Figure 1. Supply network (run 1).
Drawn at 4 px/um. Pins as bars on the die edge. Tap cells in gray.
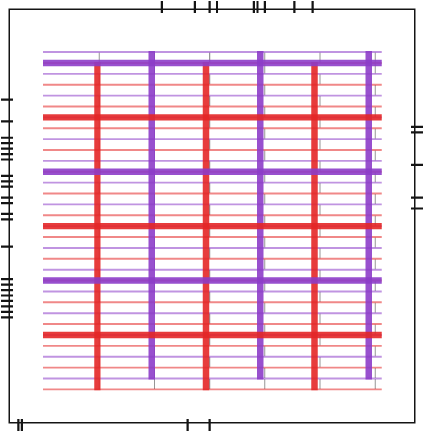
Figure 2. Placement by cell class (run 1).
Drawn at 4 px/um. Fill, decap, tap and diode cells in gray.
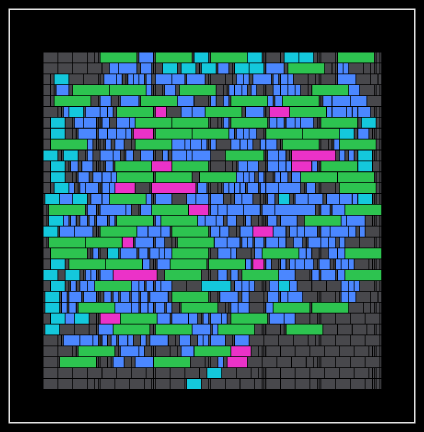
Figure 3. Clock distribution (run 1).
Drawn at 4 px/um.
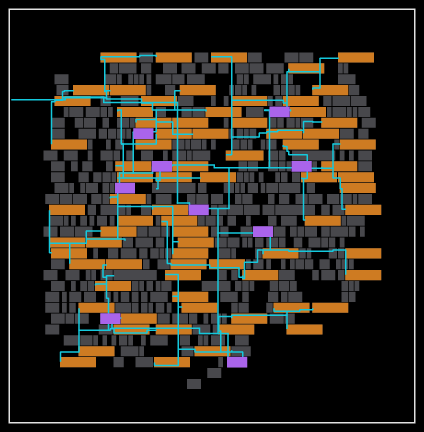
Design wm_panel_ctrl, sky130hd; sources not shown.
==> run_summary.xml <==
<?xml version="1.0" encoding="UTF-8"?>
<metrics>
  <group name="logic_synthesis">
    <metric name="enable_flop_cells" unit="">0</metric>
    <metric name="ys_top_cells_by_count" unit="">sky130_fd_sc_hd__dfrtp_1, sky130_fd_sc_hd__nor2_1, sky130_fd_sc_hd__nand2_1</metric>
    <metric name="post_synth_inst_count" unit="">414</metric>
    <metric name="compound_area_share" unit="%">13.84</metric>
    <metric name="synth_flops" unit="">77</metric>
    <metric name="yosys.area_share.xor_xnor" unit="%">3.876</metric>
    <metric name="netlist.top_cell.by_instances" unit="">sky130_fd_sc_hd__dfrtp_1</metric>
    <metric name="number_of_library_cell_types_mapped_by_synthesis" unit="">60</metric>
    <metric name="ys.warnings.count" unit="">0</metric>
    <metric name="yosys.area.top_type" unit="">sky130_fd_sc_hd__dfrtp_1</metric>
    <metric name="area_fraction_of_the_dominant_cell_type_after_synthesis" unit="%">46.75</metric>
    <metric name="number_of_nets_at_floorplan" unit="">447</metric>
    <metric name="post_synth_mux_area_share" unit="%">4.399</metric>
    <metric name="synth.cellmix.simpleShare" unit="%">21.01</metric>
    <metric name="yosys-stat-cells" unit="">414</metric>
    <metric name="post_synth_main_logic_family" unit="">simple AND/OR/NAND/NOR gates</metric>
    <metric name="syn-mean-instance-area" unit="sq um">9.825</metric>
    <metric name="synth-adder-area-share" unit="%">5.537</metric>
    <metric name="netlist_area" unit="sq um">4068</metric>
  </group>
  <group name="final_layout">
    <metric name="n_multi_input_combinational_cell" unit="">297</metric>
    <metric name="dominant_class_by_area" unit="">logic gates</metric>
    <metric name="layout.non_clock_inverters" unit="">27</metric>
    <metric name="comb-cell-share" unit="%">41.19</metric>
    <metric name="logic_area" unit="sq um">1979</metric>
    <metric name="seq_cell_count" unit="">77</metric>
    <metric name="largest_register_ffs" unit="">16</metric>
    <metric name="number_of_non_clock_buffers" unit="">42</metric>
    <metric name="n_fill_cell" unit="">568</metric>
    <metric name="n_clock_buffer" unit="">12</metric>
    <metric name="area_growth_syn_to_layout" unit="%">18.15</metric>
    <metric name="buffer_area_share" unit="%">8.800</metric>
  </group>
  <group name="detailed_routing">
    <metric name="route.detailed.wl_per_inst" unit="um">14.77</metric>
    <metric name="antenna_violating_nets_post_route" unit="">0</metric>
    <metric name="initial_drt_pass_iterations" unit="">4</metric>
    <metric name="via_count" unit="">3230</metric>
    <metric name="remaining_drc_errors" unit="">0</metric>
    <metric name="routed_wirelength" unit="um">8244</metric>
    <metric name="mean_number_of_vias_per_cell" unit="">5.789</metric>
  </group>
  <group name="floorplanning">
    <metric name="initCoreUtil" unit="%">57.00</metric>
    <metric name="chip_area" unit="sq um">10400</metric>
    <metric name="io-pin-count" unit="">41</metric>
  </group>
  <group name="cts">
    <metric name="worst_setup_hold_path_clk_slew" unit="ns">0.08</metric>
    <metric name="clock_tree_from_tritoncts" unit="">yes</metric>
    <metric name="cts_setup_buffers" unit="">0</metric>
    <metric name="clock_root_buffer" unit="">sky130_fd_sc_hd__clkbuf_8</metric>
    <metric name="holdBufCountCts" unit="">0</metric>
    <metric name="numClockSinks" unit="">77</metric>
    <metric name="clock_path_buffers" unit="">2</metric>
    <metric name="cts-buffers-inserted" unit="">9</metric>
    <metric name="cts-htree-levels" unit="">3</metric>
  </group>
  <group name="run_status">
    <metric name="outcome" unit="">completed</metric>
  </group>
  <group name="critical_path">
    <metric name="cp-start-kind" unit="">flop</metric>
    <metric name="r2r_slack" unit="ns">0.65</metric>
    <metric name="cp.depth" unit="">6</metric>
    <metric name="critical-path-max-stage-delay" unit="ns">0.60</metric>
    <metric name="timing.critical_path.cells" unit="">ha_1 -&gt; nor4b_1 -&gt; nand4_1 -&gt; o21ai_1 -&gt; nor2_1 -&gt; a311oi_1</metric>
    <metric name="cp_top_family" unit="">AND-OR/OR-AND gates</metric>
    <metric name="critPathBufInv" unit="">0</metric>
    <metric name="cp_max_fo" unit="">10</metric>
    <metric name="critical_path_required" unit="ns">3.44</metric>
    <metric name="timing.setup.critical_path_class" unit="">flop to flop</metric>
  </group>
  <group name="power_and_ir_drop">
    <metric name="share_seq_of_total_power" unit="%">45.2</metric>
    <metric name="combinationalPower" unit="mW">0.757</metric>
    <metric name="total_power" unit="mW">2.993</metric>
    <metric name="power_density" unit="nW/um^2">622.8</metric>
    <metric name="power.largest_group" unit="">sequential cells</metric>
    <metric name="swShare" unit="%">33.15</metric>
    <metric name="comb_pwr_share" unit="%">25.3</metric>
    <metric name="seq-power" unit="mW">1.35</metric>
    <metric name="power.leakage" unit="nW">1.959</metric>
  </group>
  <group name="global_route">
    <metric name="initial_antenna_violation_count" unit="">0</metric>
    <metric name="grt_start_max_net_pins" unit="">51</metric>
    <metric name="global_route.usage.total" unit="%">17.16</metric>
    <metric name="globalRoute.totalOverflow" unit="">0</metric>
  </group>
  <group name="placement">
    <metric name="detailed_placement_wirelength_estimate" unit="um">5754</metric>
    <metric name="numPortBuffers" unit="">38</metric>
    <metric name="place_area" unit="sq um">4556</metric>
  </group>
  <group name="worst_hold_path">
    <metric name="class_of_the_worst_hold_path" unit="">flop to flop</metric>
    <metric name="holdPathStages" unit="">1</metric>
  </group>
  <group name="final_timing">
    <metric name="report.final.hold_viol_count" unit="">0</metric>
    <metric name="fin_crit_share" unit="%">80.18</metric>
    <metric name="max_slew_margin" unit="%">26.03</metric>
    <metric name="rsz0062_at_grt" unit="">false</metric>
    <metric name="worst_margin_pin_slew" unit="ns">1.108</metric>
    <metric name="achievable-frequency" unit="GHz">0.3780</metric>
  </group>
  <group name="job">
    <metric name="cap_viol_max_count" unit="">0</metric>
  </group>
</metrics>
Back to the opening pictures, Figure 1:
Red marks VSS. Purple marks VDD.
6 straps on met5. The core has 31 rows. 32 met1 rails follow the rows.
overall die height: 103 um
worst voltage drop across the vdd grid: 0.3784 mV
chip width: 101 um
core area: 7137 sq um

Back to the opening pictures, Figure 2:
Blue marks combinational and other logic, cells 324. Green marks flops, cells 77. Magenta marks clock drivers and dummy loads, cells 16. Cyan marks other buffers and delay cells, cells 42.
proportion of cell area occupied by registers: 40.12%
standard-cell row count: 31
final instance area: 4806 sq um
post-layout util: 67.34%

Back to the opening pictures, Figure 3:
Purple marks clock drivers, count 9. Orange marks flip-flops, count 77. Cyan marks clock wires, length 927 um.
There are 10 routed clock nets.
clock share of power: 29.5%
Skew-Pair Late Insertion Delay: 0.36 ns
P_clk: 0.882 mW

==> run 1: stage by stage <==
step | hold slack (ns) | worst slack (ns) | cells | utilization, %
6_report | 0.3586 | 0.6542 | 558 | 67.34
3_5_place_dp | 0.3560 | 0.5369 | 542 | 63.83
4_1_cts | 0.3568 | 0.6844 | 558 | 67.34
5_1_grt | 0.3699 | 0.3181 | 558 | 67.34
2_1_floorplan | 0.3329 | 0.5750 | 414 | -
3_3_place_gp | 0.3462 | 0.5027 | 542 | 63.83
==> run 1: metal layers <==
metal | vias to the layer above | global-route usage [%] | part of all wire (%)
met5 | - | 0 | 0
met4 | 0 | 7.102 | 1.6
met3 | 17 | 5.132 | 5.5
met2 | 81 | 29.34 | 48
met1 | 1572 | 19.68 | 45
li1 | 1560 | - | -
Power and IR drop assume default switching activity.
